Fig. 1: placed standard cells
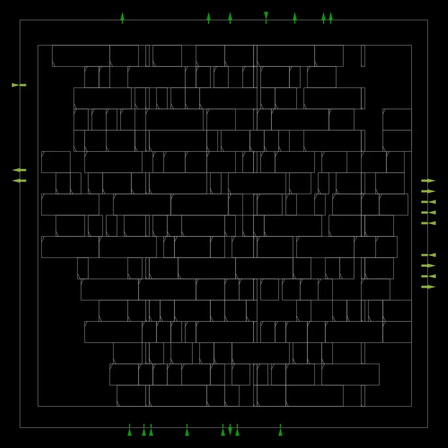
Fig. 2: placement by cell class
Drawn at 8 px/um.
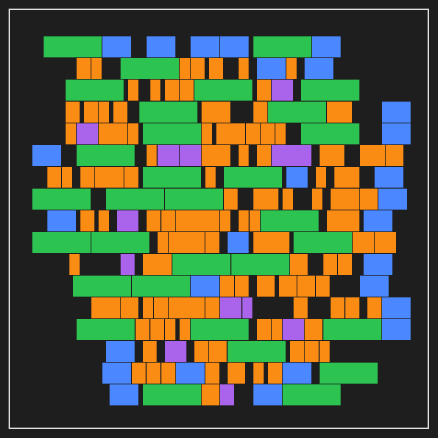
Fig. 3: local utilization
Drawn at 8 px/um. 10 x 10 tiles, from dark blue (low) to red (high), 0 to 100% covered.
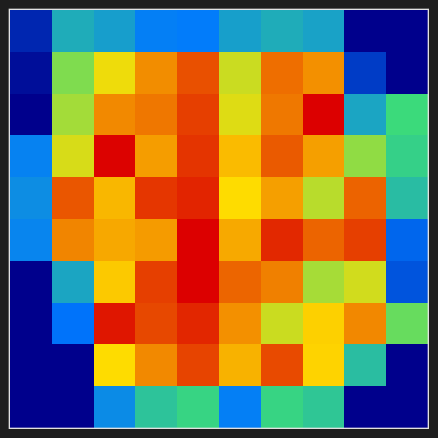
File: src/rtl/spi_master_pkg.sv
// ============================================================================
// Module  : spi_master_pkg
// Brief   : Shared constants, FSM state type, bit-counter type and serial-bit
//           helper for the SPI master (bit order via SPI_MASTER_MSB_FIRST_EN).
// Revision: 1.0 - initial release
// ============================================================================
`default_nettype none

package spi_master_pkg;

  localparam int DATA_W = 8;
  localparam int NUM_CS = 3;

  typedef enum logic [0:0] {
    IDLE = 1'b0,
    XFER = 1'b1
  } state_t;

  typedef logic [2:0] bitCnt_t;

  // The bit that leaves the word first on the wire.
  function automatic logic serialBit(input logic [DATA_W-1:0] word);
`ifdef SPI_MASTER_MSB_FIRST_EN
    return word[DATA_W-1];
`else
    return word[0];
`endif
  endfunction

endpackage

`default_nettype wire

File: src/rtl/spi_master_if.sv
// ============================================================================
// Module  : spi_master_if
// Brief   : Controller-side request/data signals and SPI pins of the master.
// Revision: 1.0 - initial release
// ============================================================================
`default_nettype none

interface spi_master_if;
  import spi_master_pkg::*;

  logic              start;
  logic [1:0]        slaveSelect;
  logic [DATA_W-1:0] masterDataToSend;
  logic [DATA_W-1:0] masterDataReceived;
  logic              SCLK;
  logic [0:NUM_CS-1] CS;
  logic              MOSI;
  logic              MISO;

  modport master (
    input  start, slaveSelect, masterDataToSend, MISO,
    output masterDataReceived, SCLK, CS, MOSI
  );

  modport slave (
    output start, slaveSelect, masterDataToSend, MISO,
    input  masterDataReceived, SCLK, CS, MOSI
  );

endinterface

`default_nettype wire

File: src/rtl/spi_shift_reg.sv
// ============================================================================
// Module  : spi_shift_reg
// Brief   : Parallel-load shift register with serial input; shift direction
//           follows SPI_MASTER_MSB_FIRST_EN (LSB first when undefined).
// Revision: 1.0 - initial release
// ============================================================================
`default_nettype none

module spi_shift_reg
  import spi_master_pkg::*;
#(
  parameter int WIDTH = DATA_W
) (
  input  wire logic             clk,
  input  wire logic             reset,
  input  wire logic             load,
  input  wire logic [WIDTH-1:0] loadData,
  input  wire logic             shiftEn,
  input  wire logic             serialIn,
  output logic      [WIDTH-1:0] nextData
);

  logic [WIDTH-1:0] r_data;

  // Exposing the post-shift value lets the owner act on the bit that
  // arrives on this very edge.
  always_comb begin
`ifdef SPI_MASTER_MSB_FIRST_EN
    nextData = {r_data[WIDTH-2:0], serialIn};
`else
    nextData = {serialIn, r_data[WIDTH-1:1]};
`endif
  end

  always_ff @(posedge clk) begin
    if (!reset) begin
      r_data <= '0;
    end else if (load) begin
      r_data <= loadData;
    end else if (shiftEn) begin
      r_data <= nextData;
    end
  end

endmodule

`default_nettype wire

File: src/rtl/spi_master.sv
// ============================================================================
// Module  : spi_master
// Brief   : One-word SPI master, three active-low chip selects, SCLK = ~clk
//           during a transfer. MSB-first option: SPI_MASTER_MSB_FIRST_EN.
// Revision: 1.0 - initial release
// ============================================================================
`default_nettype none

module spi_master
  import spi_master_pkg::*;
#(
  parameter int DATA_W = 8,
  parameter int NUM_CS = 3
) (
  input wire logic    clk,
  input wire logic    reset,
  spi_master_if.master bus
);

  localparam logic [1:0] c_MAX_SEL  = 2'(NUM_CS - 1);
  localparam bitCnt_t    c_LAST_BIT = bitCnt_t'(DATA_W - 1);

  state_t            r_state;
  logic              flag;
  bitCnt_t           r_bitCnt;
  logic [0:NUM_CS-1] r_cs;
  logic              r_mosi;
  logic [DATA_W-1:0] r_rxWord;

  logic              w_accept;
  logic              w_shift;
  logic              w_last;
  logic [0:NUM_CS-1] w_csSel;
  logic [DATA_W-1:0] w_txNext;
  logic [DATA_W-1:0] w_rxNext;

  assign w_accept = (r_state == IDLE) && bus.start && (bus.slaveSelect <= c_MAX_SEL);
  assign w_shift  = (r_state == XFER);
  assign w_last   = (r_bitCnt == c_LAST_BIT);

  for (genvar gi = 0; gi < NUM_CS; gi++) begin : g_csDecode
    assign w_csSel[gi] = (bus.slaveSelect != 2'(gi));
  end

  spi_shift_reg #(.WIDTH(DATA_W)) u_txShift (
    .clk      (clk),
    .reset    (reset),
    .load     (w_accept),
    .loadData (bus.masterDataToSend),
    .shiftEn  (w_shift),
    .serialIn (1'b0),
    .nextData (w_txNext)
  );

  spi_shift_reg #(.WIDTH(DATA_W)) u_rxShift (
    .clk      (clk),
    .reset    (reset),
    .load     (w_accept),
    .loadData ('0),
    .shiftEn  (w_shift),
    .serialIn (bus.MISO),
    .nextData (w_rxNext)
  );

  always_ff @(posedge clk) begin
    if (!reset) begin
      r_state  <= IDLE;
      flag     <= 1'b1;
      r_bitCnt <= '0;
      r_cs     <= '1;
      r_mosi   <= 1'b0;
      r_rxWord <= '0;
    end else begin
      case (r_state)
        IDLE: begin
          if (w_accept) begin
            r_state  <= XFER;
            flag     <= 1'b0;
            r_bitCnt <= '0;
            r_cs     <= w_csSel;
            r_mosi   <= serialBit(bus.masterDataToSend);
          end
        end
        XFER: begin
          r_mosi   <= serialBit(w_txNext);
          r_bitCnt <= r_bitCnt + 3'd1;
          // The eighth sample is folded in here via the post-shift value.
          if (w_last) begin
            r_rxWord <= w_rxNext;
            r_state  <= IDLE;
            flag     <= 1'b1;
            r_cs     <= '1;
            r_mosi   <= 1'b0;
            r_bitCnt <= '0;
          end
        end
        default: begin
          r_state <= IDLE;
          flag    <= 1'b1;
        end
      endcase
    end
  end

  assign bus.SCLK               = ~clk & ~flag;
  assign bus.CS                 = r_cs;
  assign bus.MOSI               = r_mosi;
  assign bus.masterDataReceived = r_rxWord;

endmodule

`default_nettype wire

File: src/flat_wrapper.sv
// flat-port wrapper written by rule: the top's interface ports become plain ports
module spi_master_flat import spi_master_pkg::*;
#(
  parameter int DATA_W = 8,
  parameter int NUM_CS = 3
)
  (clk, reset, bus_start, bus_slaveSelect, bus_masterDataToSend, bus_MISO, bus_masterDataReceived, bus_SCLK, bus_CS, bus_MOSI);
  spi_master_if bus_i ();
  input wire logic clk;
  input wire logic reset;
  input wire logic [$bits(bus_i.start)-1:0] bus_start;
  input wire logic [$bits(bus_i.slaveSelect)-1:0] bus_slaveSelect;
  input wire logic [$bits(bus_i.masterDataToSend)-1:0] bus_masterDataToSend;
  input wire logic [$bits(bus_i.MISO)-1:0] bus_MISO;
  output wire logic [$bits(bus_i.masterDataReceived)-1:0] bus_masterDataReceived;
  output wire logic [$bits(bus_i.SCLK)-1:0] bus_SCLK;
  output wire logic [$bits(bus_i.CS)-1:0] bus_CS;
  output wire logic [$bits(bus_i.MOSI)-1:0] bus_MOSI;
  assign bus_i.start = bus_start;
  assign bus_i.slaveSelect = bus_slaveSelect;
  assign bus_i.masterDataToSend = bus_masterDataToSend;
  assign bus_i.MISO = bus_MISO;
  assign bus_masterDataReceived = bus_i.masterDataReceived;
  assign bus_SCLK = bus_i.SCLK;
  assign bus_CS = bus_i.CS;
  assign bus_MOSI = bus_i.MOSI;
  spi_master #(.DATA_W(DATA_W), .NUM_CS(NUM_CS)) u_core (.clk(clk), .reset(reset), .bus(bus_i));
endmodule
File: config.mk
export PLATFORM = sky130hd
export DESIGN_NAME = spi_master_flat
export DESIGN_NICKNAME = d
export VERILOG_FILES = /design/src/rtl/spi_master_pkg.sv /design/src/rtl/spi_master_if.sv /design/src/rtl/spi_shift_reg.sv /design/src/rtl/spi_master.sv /design/src/flat_wrapper.sv
export SDC_FILE = /design/constraint.sdc
export NUM_CORES = 1
export LEC_CHECK = 0
export CAP_MARGIN = 15
export CORE_MARGIN = 2
export CORE_UTILIZATION = 55
export CTS_BUF_LIST = sky130_fd_sc_hd__clkbuf_4 sky130_fd_sc_hd__clkbuf_8
export CTS_CLUSTER_SIZE = 8
export DETAILED_ROUTE_END_ITERATION = 8
export HOLD_SLACK_MARGIN = 0.08
export PLACE_DENSITY = 0.93
export SLEW_MARGIN = 20
export SYNTH_ARGS = -nofsm -noshare
export SYNTH_HDL_FRONTEND = slang
export SYNTH_SLANG_ARGS = --single-unit
File: constraint.sdc
create_clock -name clk -period 2.18 [get_ports clk]
set_input_delay 0.327 -clock clk [delete_from_list [all_inputs] [get_ports clk]]
set_output_delay 0.327 -clock clk [all_outputs]
set_load 0.03 [all_outputs]
==> GITHUB_STEP_SUMMARY <==
### Metrics collected by this job

| Metric | Value |
|---|---|
| Outcome | finished, final reports clean |
| Max-area cell class | flip-flops and latches |
| Final setup violation count | 0 |
| I/O pin count | 27 |
| Part of the power in combinational logic | 0.115 |
| Post-CTS setup buffers | 0 |
| Slew headroom | 0.6311 |
| Seq group | 0.595 mW |
| Commonest Layout Cell | dfxtp_1 |
| CP max stage delay | 220 ps |
| Drt wl/cell | 13.94 um |
| Routed met3 length | 181 um |
| Port-buffer cells | 26 |
| Post-Synthesis Cell Area | 0.001277 mm^2 |
| Crit path max fanout | 2 |
| Storage cell area | 620.6 um^2 |
| Adder Share, Synth | 0.02938 |
| Aoi share | 0.1410 |
| Final HPWL from detailed placement | 1.833 mm |
| Async SR Flop Fraction | 0 |
| Largest power group | sequential cells |
| Clk power | 0.437 mW |
| Main logic family | simple AND/OR/NAND/NOR gates |
| Wl on met1 | 1.254 mm |
| Die area | 0.002724 mm^2 |
| Yosys warnings | 0 |
| Number of logic gates | 104 |
| Grt ovf | 0 |
| Via count | 1165 |
| Placer congestion estimate | 0.8167 |
## Picture notes: Fig. 1
post-layout util: 0.7291
Seq cells: 31
Placeable Area: 0.002212 mm^2

## Picture notes: Fig. 2
class	colour	cells	share of their area
other buffers and delay cells	blue	27	17%
flops	green	31	39%
all other logic	orange	105	38%
clock drivers and dummy loads	purple	12	5.6%
post-route design area: 0.001613 mm^2
sequential share of cell area: 0.3848

## Picture notes: Fig. 3
nearly empty tiles	13%
densest ninth of the die	centre
mean over tiles	58%
Pre-Place Util: 0.5775

==> layer usage <==
metal,up-vias,track usage
met1,537,0.2742
met2,40,0.3692
li1,576,-
met5,-,0
met4,0,0.1752
met3,12,0.1114
==> cells in the mapped netlist, types with 2 or more instances <==
library cell	count	area (um^2)
nor3_1	5	25.02
nand2_1	18	67.56
nor2_1	11	41.29
ha_1	3	37.54
a21oi_1	11	55.05
nor2b_1	4	25.02
o21ai_0	2	10.01
nand3_1	25	125.1
mux2i_1	7	70.07
dfxtp_1	31	620.6
buf_4	3	22.52
clkbuf_1	3	11.26
o2bb2ai_1	2	17.52
buf_2	3	15.01
a31oi_1	6	37.54
a2bb2oi_1	2	17.52
No activity file was given, so power comes from the tool's default toggle rates.
